<file path="config.mk">
export PLATFORM = sky130hd
export DESIGN_NAME = weight_loader_flat
export DESIGN_NICKNAME = d
export VERILOG_FILES = /design/src/rtl/weight_loader_if.sv /design/src/rtl/weight_loader.sv /design/src/flat_wrapper.sv
export SDC_FILE = /design/constraint.sdc
export NUM_CORES = 1
export LEC_CHECK = 0
export CORE_MARGIN = 2
export CORE_UTILIZATION = 50
export DETAILED_ROUTE_END_ITERATION = 7
export GPL_TIMING_DRIVEN = 0
export HOLD_SLACK_MARGIN = 0.08
export PLACE_DENSITY = 0.8
export SYNTH_ARGS = -nofsm -noshare
export SYNTH_HDL_FRONTEND = slang
export SYNTH_SLANG_ARGS = --single-unit
</file>
<file path="constraint.sdc">
create_clock -name clk -period 2.1 [get_ports clk]
set_input_delay 0.42 -clock clk [delete_from_list [all_inputs] [get_ports clk]]
set_output_delay 0.42 -clock clk [all_outputs]
set_load 0.01 [all_outputs]
</file>
<file path="src/rtl/weight_loader_if.sv">
// Handshake and bus bundle around the weight loader: host byte stream, weight buffer write port, sequencer start/ready.
// master = weight loader side, slave = host link / buffer / sequencer side.
interface weight_loader_if #(
  parameter int NUM_CHIPS_PER_CHAIN = 1
);
  localparam int CHIP_ADDR_WIDTH = (NUM_CHIPS_PER_CHAIN > 1) ? $clog2(NUM_CHIPS_PER_CHAIN) : 1;
  localparam int ADDR_WIDTH      = 12 + CHIP_ADDR_WIDTH;

  logic [7:0]            in_data;
  logic                  in_valid;
  logic                  in_ready;
  logic                  wr_en;
  logic [ADDR_WIDTH-1:0] wr_addr;
  logic [3:0]            wr_data;
  logic                  prog_start;
  logic                  prog_ready;

  modport master (
    input  in_data, in_valid, prog_ready,
    output in_ready, wr_en, wr_addr, wr_data, prog_start
  );

  modport slave (
    output in_data, in_valid, prog_ready,
    input  in_ready, wr_en, wr_addr, wr_data, prog_start
  );
endinterface

</file>
<file path="src/rtl/weight_loader.sv">
// Weight loader: unpacks a byte stream of 4-bit weight pairs into the weight buffer, then runs one programming pass.
// Define WEIGHT_LOADER_CHECKSUM_EN to require a trailing 8-bit modular checksum byte before programming starts.
module weight_loader #(
  parameter int NUM_CHIPS_PER_CHAIN = 1
) (
  input  logic            clk,
  input  logic            rst,
  input  logic            load_start,
  weight_loader_if.master bus,
  output logic            busy,
  output logic            done,
  output logic            err
);
  localparam int CHIP_ADDR_WIDTH = (NUM_CHIPS_PER_CHAIN > 1) ? $clog2(NUM_CHIPS_PER_CHAIN) : 1;
  localparam int ADDR_WIDTH      = 12 + CHIP_ADDR_WIDTH;
  localparam logic [ADDR_WIDTH-1:0] LAST_ADDR = ADDR_WIDTH'(NUM_CHIPS_PER_CHAIN * 4096 - 1);

  typedef enum logic [2:0] {
    S_IDLE,
    S_RECV,
    S_WR_HI,
    S_START,
    S_WAIT_BUSY,
    S_WAIT_DONE
`ifdef WEIGHT_LOADER_CHECKSUM_EN
    , S_CHK
`endif
  } state_t;

  state_t                state;
  logic [ADDR_WIDTH-1:0] addr;
  logic [7:0]            byte_q;
  logic                  hs;
  logic                  last_pair;

  assign hs        = bus.in_valid & bus.in_ready;
  assign last_pair = (addr + ADDR_WIDTH'(1)) == LAST_ADDR;

  // NOTE: datapath registers carry no reset; every path that reads them writes them first.
  always_ff @(posedge clk) begin
    if (state == S_RECV && hs) byte_q <= bus.in_data;
  end

`ifdef WEIGHT_LOADER_CHECKSUM_EN
  logic [7:0] sum;

  always_ff @(posedge clk) begin
    if (state == S_IDLE && load_start) sum <= '0;
    else if (state == S_RECV && hs)    sum <= sum + bus.in_data;
  end
`else
  assign err = 1'b0;
`endif

  // NOTE: sequential state uses non-blocking assignments so every register samples pre-edge values.
  always_ff @(posedge clk) begin
    if (rst) begin
      state          <= S_IDLE;
      addr           <= '0;
      bus.in_ready   <= 1'b0;
      bus.wr_en      <= 1'b0;
      bus.wr_addr    <= '0;
      bus.wr_data    <= '0;
      bus.prog_start <= 1'b0;
      busy           <= 1'b0;
      done           <= 1'b0;
`ifdef WEIGHT_LOADER_CHECKSUM_EN
      err            <= 1'b0;
`endif
    end else begin
      // Strobes default low so each one lasts exactly one cycle.
      bus.wr_en      <= 1'b0;
      bus.prog_start <= 1'b0;
      done           <= 1'b0;
      case (state)
        S_IDLE: begin
          if (load_start) begin
            addr         <= '0;
            bus.in_ready <= 1'b1;
            busy         <= 1'b1;
            state        <= S_RECV;
`ifdef WEIGHT_LOADER_CHECKSUM_EN
            err          <= 1'b0;
`endif
          end
        end
        S_RECV: begin
          if (hs) begin
            bus.wr_en    <= 1'b1;
            bus.wr_addr  <= addr;
            bus.wr_data  <= bus.in_data[3:0];
            bus.in_ready <= 1'b0;
            state        <= S_WR_HI;
          end
        end
        S_WR_HI: begin
          bus.wr_en   <= 1'b1;
          bus.wr_addr <= addr + ADDR_WIDTH'(1);
          bus.wr_data <= byte_q[7:4];
          if (last_pair) begin
`ifdef WEIGHT_LOADER_CHECKSUM_EN
            bus.in_ready <= 1'b1;
            state        <= S_CHK;
`else
            state        <= S_START;
`endif
          end else begin
            addr         <= addr + ADDR_WIDTH'(2);
            bus.in_ready <= 1'b1;
            state        <= S_RECV;
          end
        end
`ifdef WEIGHT_LOADER_CHECKSUM_EN
        S_CHK: begin
          if (hs) begin
            bus.in_ready <= 1'b0;
            if (bus.in_data == sum) begin
              state <= S_START;
            end else begin
              err   <= 1'b1;
              busy  <= 1'b0;
              state <= S_IDLE;
            end
          end
        end
`endif
        S_START: begin
          bus.prog_start <= 1'b1;
          state          <= S_WAIT_BUSY;
        end
        S_WAIT_BUSY: begin
          if (!bus.prog_ready) state <= S_WAIT_DONE;
        end
        S_WAIT_DONE: begin
          if (bus.prog_ready) begin
            done  <= 1'b1;
            busy  <= 1'b0;
            state <= S_IDLE;
          end
        end
        default: state <= S_IDLE;
      endcase
    end
  end
endmodule

</file>
<file path="src/flat_wrapper.sv">
// flat-port wrapper written by rule: the top's interface ports become plain ports
module weight_loader_flat 
#(
  parameter int NUM_CHIPS_PER_CHAIN = 1
)
  (clk, rst, load_start, busy, done, err, bus_in_data, bus_in_valid, bus_prog_ready, bus_in_ready, bus_wr_en, bus_wr_addr, bus_wr_data, bus_prog_start);
  weight_loader_if #(.NUM_CHIPS_PER_CHAIN(NUM_CHIPS_PER_CHAIN)) bus_i ();
  input  logic clk;
  input  logic rst;
  input  logic load_start;
  output logic busy;
  output logic done;
  output logic err;
  input wire logic [$bits(bus_i.in_data)-1:0] bus_in_data;
  input wire logic [$bits(bus_i.in_valid)-1:0] bus_in_valid;
  input wire logic [$bits(bus_i.prog_ready)-1:0] bus_prog_ready;
  output wire logic [$bits(bus_i.in_ready)-1:0] bus_in_ready;
  output wire logic [$bits(bus_i.wr_en)-1:0] bus_wr_en;
  output wire logic [$bits(bus_i.wr_addr)-1:0] bus_wr_addr;
  output wire logic [$bits(bus_i.wr_data)-1:0] bus_wr_data;
  output wire logic [$bits(bus_i.prog_start)-1:0] bus_prog_start;
  assign bus_i.in_data = bus_in_data;
  assign bus_i.in_valid = bus_in_valid;
  assign bus_i.prog_ready = bus_prog_ready;
  assign bus_in_ready = bus_i.in_ready;
  assign bus_wr_en = bus_i.wr_en;
  assign bus_wr_addr = bus_i.wr_addr;
  assign bus_wr_data = bus_i.wr_data;
  assign bus_prog_start = bus_i.prog_start;
  weight_loader #(.NUM_CHIPS_PER_CHAIN(NUM_CHIPS_PER_CHAIN)) u_core (.clk(clk), .rst(rst), .load_start(load_start), .bus(bus_i), .busy(busy), .done(done), .err(err));
endmodule
</file>
==> results.json, run 1 <==
{
  "reg2regPathDepth": 5,
  "seqPwrFrac_pct": 62.4,
  "cp-startpoint": "u_core.addr[6]",
  "route.detailed.drc": 0,
  "final.clkbuf_count": 5,
  "fillers": 285,
  "fp_nets": 201,
  "cp_max_fo": 8,
  "worstMarginPinSlew_ns": 0.550,
  "grt_antenna_before_repair": 0,
  "clock_power_share_pct": 28.4,
  "firstDrtPassIters": 4,
  "drv_cap": 0,
  "netlist.area_leader.share_pct": 41.0,
  "critPathRequiredTime_ns": 2.37,
  "fin_nets": 242,
  "layout_min_cycle_time_ns": 1.82,
  "io_buffers": 34,
  "async_reset_ff_share_pct": 0,
  "insertion_delay_ns": 0.35,
  "avgSynthCellArea_um2": 9.66,
  "regArea_um2": 861,
  "die-height_um": 64.1,
  "worstHoldStart": "u_core.busy",
  "setup_tns_ns": 0,
  "area_growth_pct": 25.1,
  "comb_share_pct": 38.9,
  "placementRows": 21,
  "p_switching_mw": 0.313,
  "p_sw_share_pct": 24.2,
  "min_period_over_period_pct": 86.7,
  "critical_path_class": "register to register",
  "cts_inserted_buffers": 5,
  "viasPerCell": 5.37,
  "die_w_um": 64.1,
  "yosys_warnings": 0,
  "worst_slack_ns": 0.280,
  "cts_buffer_depth": 2,
  "die_area_um2": 4110,
  "fp_util_pct": 52.9,
  "p_int_mw": 0.980,
  "grt_pass1_vias": 1364,
  "outcome": "finished clean",
  "io_pins": 36,
  "path_clk_slew_ns": 0.11,
  "seq_share_pct": 38.1,
  "cts_resized": 0,
  "yosysChipArea_um2": 1810,
  "comb_cells": 131,
  "dpl.hpwl_mm": 2.63,
  "ff_count": 41,
  "yosys_cells": 187,
  "post-place-ws_ns": -0.0115,
  "ys_ff": 41,
  "ys_top_cells_by_count": "dfxtp_1, nor2_1, mux2i_1",
  "grt_overflow": 0,
  "setup_viol": 0,
  "ff_type": "dfxtp_1",
  "skew_ns": 0.00481,
  "syn_inst": 187,
  "cts_root_buffer": "clkbuf_4",
  "largestClassByArea": "multi-input combinational cells",
  "worst_setup_path_start_kind": "register",
  "ys_seq_share_pct": 47.6
}
[run 1: metal layers]
metal | up-vias | global-route usage, % | part of all wire, %
li1 | 761 | - | -
met1 | 680 | 26.1 | 49
met2 | 29 | 30.1 | 45
met3 | 6 | 4.93 | 4.0
met4 | 0 | 6.38 | 1.3
met5 | - | 0 | 0
[run 1: metrics by stage]
step	cells	cell area, um^2
6_report	275	2260
5_1_grt	275	2260
4_1_cts	275	2250
3_5_place_dp	267	2200
3_3_place_gp	267	2200
2_1_floorplan	187	1810
[run 1: sequential cells by signal (all words and copies together) (netlist names)]
| signal | flops |
|---|---|
| u_core.bus.prog_start | 1 |
| u_core.state | 3 |
| u_core.bus.wr_addr | 13 |
| u_core.busy | 1 |
| u_core.byte_q | 4 |
| u_core.bus.wr_data | 4 |
| u_core.addr | 12 |
| u_core.bus.wr_en | 1 |
| u_core.bus.in_ready | 1 |
| u_core.done | 1 |
[run 1: cell families (layout without fill, tap and decap cells)]
kind of cell               after synthesis  in the layout  synth area share, %
and+or+nand+nor                         71             71                 21.3
AOI/OAI and AO/OA                       41             41                 16.8
DFF                                     41             41                 47.6
muxes                                   17             17                 9.42
buffers and inverters                   15             57                 4.02
adders and majority gates                1              1                0.692
other                                    1              1                0.208
[run 1: power by group through the flow]
stage | registers [mW] | logic (mW) | clock network, mW
6_report | 0.807 | 0.119 | 0.368
3_5_place_dp | 0.825 | 0.119 | 0
4_1_cts | 0.807 | 0.119 | 0.383
5_1_grt | 0.809 | 0.129 | 0.421
3_3_place_gp | 0.825 | 0.117 | 0
2_1_floorplan | 0.827 | 0.0625 | 0
[run 1: worst max-delay path, stage by stage (launching register included)]
cell	delay, ns
dfxtp_1	0.32
buf_2	0.18
nand4_1	0.31
nor4_2	0.50
o21ai_1	0.14
a211oi_1	0.28
Fig. 1: run 1, clock wires, drivers and flops
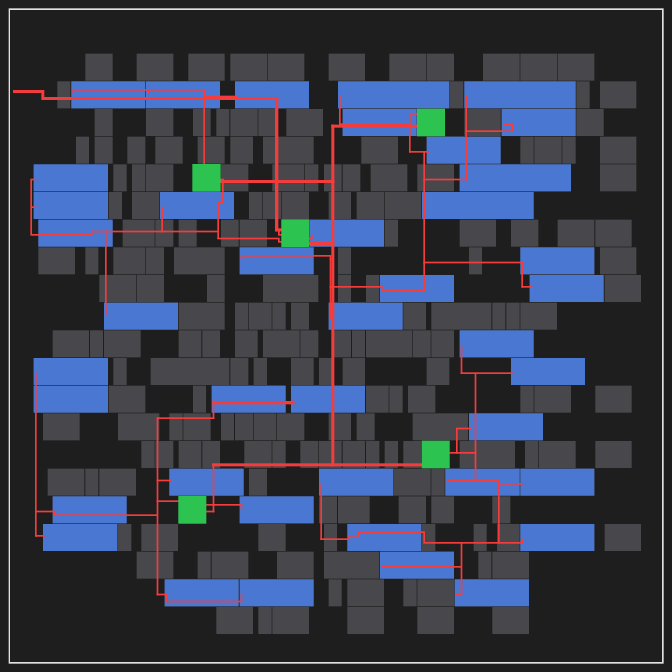
[green] clock drivers | count: 5
[blue] flip-flops | count: 41
[red] clock wires | length: 457 um
routed clock nets: 6

Fig. 2: run 1, placement by cell class
Bar = 20 um.
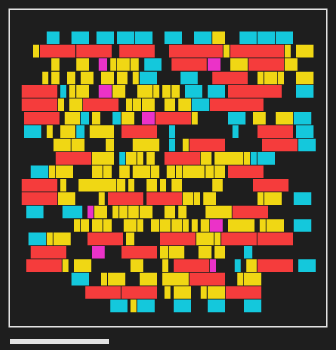
| color | class | cells |
|---|---|---|
| cyan | other buffers and delay cells | 47 |
| yellow | combinational and other logic | 133 |
| red | flops | 41 |
| magenta | clock drivers and dummy loads | 8 |

Fig. 3: run 1, drive-strength map
Bar = 20 um.
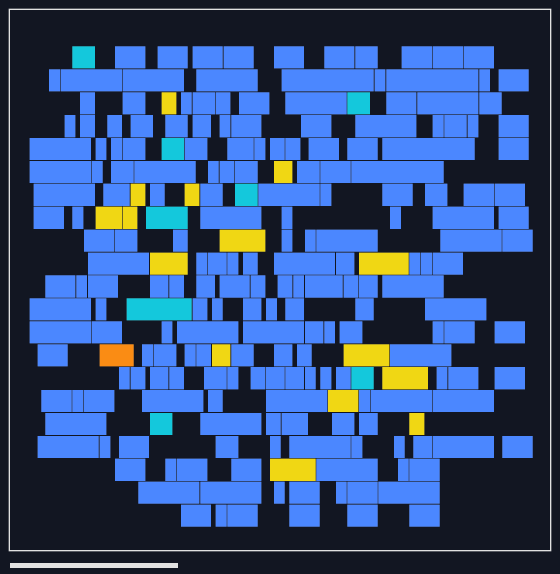
| color | size | cells |
|---|---|---|
| yellow | _2 cells | 15 |
| blue | _0 and _1 cells | 205 |
| cyan | _3 and _4 cells | 8 |
| orange | _6 and larger | 1 |

## Run 2: what changed since run 1
CORE_UTILIZATION = 53   (was 50)
CTS_BUF_LIST = sky130_fd_sc_hd__clkbuf_2   (was not set)
PLACE_DENSITY = 0.9   (was 0.8)
Fig. 4: run 2, placement by cell class
Bar = 20 um.
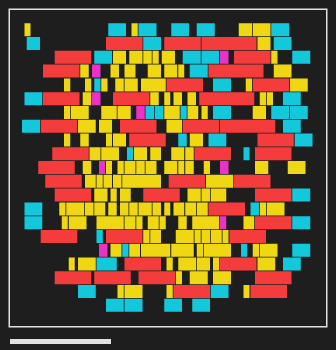
| color | class | cells |
|---|---|---|
| yellow | combinational and other logic | 133 |
| red | flops | 41 |
| cyan | other buffers and delay cells | 47 |
| magenta | clock drivers and dummy loads | 8 |

==> run 2 against run 1 <==
  * Hold slack better by 0.012 ns
  * Design area is 0.83% lower
  * Clock power is 14% lower
  * Sequential share of layout area is 0.32 points higher
  * Routed wire length is 0.22% lower
  * Fmax is 1.2% lower
  * Utilization is 1.5 points higher
==> results.json, run 2 <==
{
  "p_switching_mw": 0.312,
  "io_pins": 36,
  "layout_min_cycle_time_ns": 1.84,
  "m1WireLength_mm": 1.58,
  "finalInstanceArea_um2": 2240,
  "p_int_mw": 0.933,
  "top_register": "u_core.bus.wr_addr",
  "ys_seq_share_pct": 47.6,
  "seq_cell_power_mw": 0.809,
  "critPathRequiredTime_ns": 2.43,
  "syn_inst": 187,
  "dpl.hpwl_mm": 2.59,
  "grt_use_met3_pct": 6.85,
  "avgSynthCellArea_um2": 9.66,
  "viasPerCell": 5.48,
  "top_usage_layer": "met2",
  "met2_usage_pct": 31.4,
  "skew_ns": 0.0128,
  "grt_pass1_vias": 1337,
  "area_growth_pct": 24.1,
  "outcome": "finished clean",
  "post-place-ws_ns": -0.0599,
  "grt_antenna_before_repair": 0,
  "ys_top_cells_by_count": "dfxtp_1, nor2_1, mux2i_1",
  "power_leader": "registers",
  "place_area_um2": 2200,
  "wl_met2_mm": 1.76,
  "crit_buf_inv": 1,
  "largestRegisters": "u_core.bus.wr_addr: 13 flops, u_core.addr: 12 flops",
  "ff_type": "dfxtp_1",
  "insertion_delay_ns": 0.40,
  "critical_path_class": "register to register",
  "die_w_um": 62.4,
  "die_area_um2": 3890,
  "cts_inserted_buffers": 5,
  "worst_setup_path_start_kind": "register",
  "drv_cap": 0,
  "placementRows": 21,
  "combinationalPower_mw": 0.119,
  "cts_resized": 0,
  "largest_register_ffs": 13,
  "fillers": 273,
  "fp_util_pct": 54.6
}
[run 2: layout make-up]
| type | instances | share of cell area (%) |
|---|---|---|
| Multi-Input combinational cell | 131 | 39.0 |
| Buffer | 13 | 2.90 |
| Clock inverter | 3 | 0.558 |
| Sequential cell | 41 | 38.4 |
| Inverter | 2 | 0.335 |
| Clock buffer | 5 | 1.12 |
| Tap cell | 46 | 2.57 |
| Timing Repair Buffer | 34 | 15.2 |
[run 2: path summary, 6_finish.rpt]
| path | cells after the start | end | start | slack (ns) |
|---|---|---|---|---|
| setup reg to reg | 5 | u_core.addr[9] | u_core.addr[6] | 0.26 |
| hold reg to reg | 2 | u_core.busy | u_core.busy | 0.49 |
| hold / removal | 2 | u_core.busy | u_core.busy | 0.49 |
| setup / recovery | 5 | u_core.addr[9] | u_core.addr[6] | 0.26 |
[run 2: through the flow]
stage | setup TNS, ns | utilization [%] | hold WS [ns]
after floorplan | 0 | - | 0.483
after global placement | 0 | 66.6 | 0.460
after detailed placement | -0.0698 | 66.6 | 0.477
after CTS | 0 | 67.7 | 0.499
after global routing | 0 | 67.7 | 0.490
final | 0 | 67.7 | 0.495
[run 2: cell families (layout without fill, tap and decap cells)]
kind of cell | Yosys count | count (layout) | synth area share, %
simple gates | 71 | 71 | 21.3
other cells | 1 | 1 | 0.208
compound gates | 41 | 41 | 16.8
flops | 41 | 41 | 47.6
fa+ha+maj | 1 | 1 | 0.692
mux | 17 | 17 | 9.42
buf+inv | 15 | 57 | 4.02
[run 2: worst reg2reg max path, cell delays in order, from the launching register on]
cell      delay [ns]
dfxtp_1         0.35
buf_2           0.17
nand4_1         0.29
nor4_4          0.50
nor2_2          0.17
a311oi_2        0.29
Power figures rest on the tool's default switching activity, not on a simulated workload.
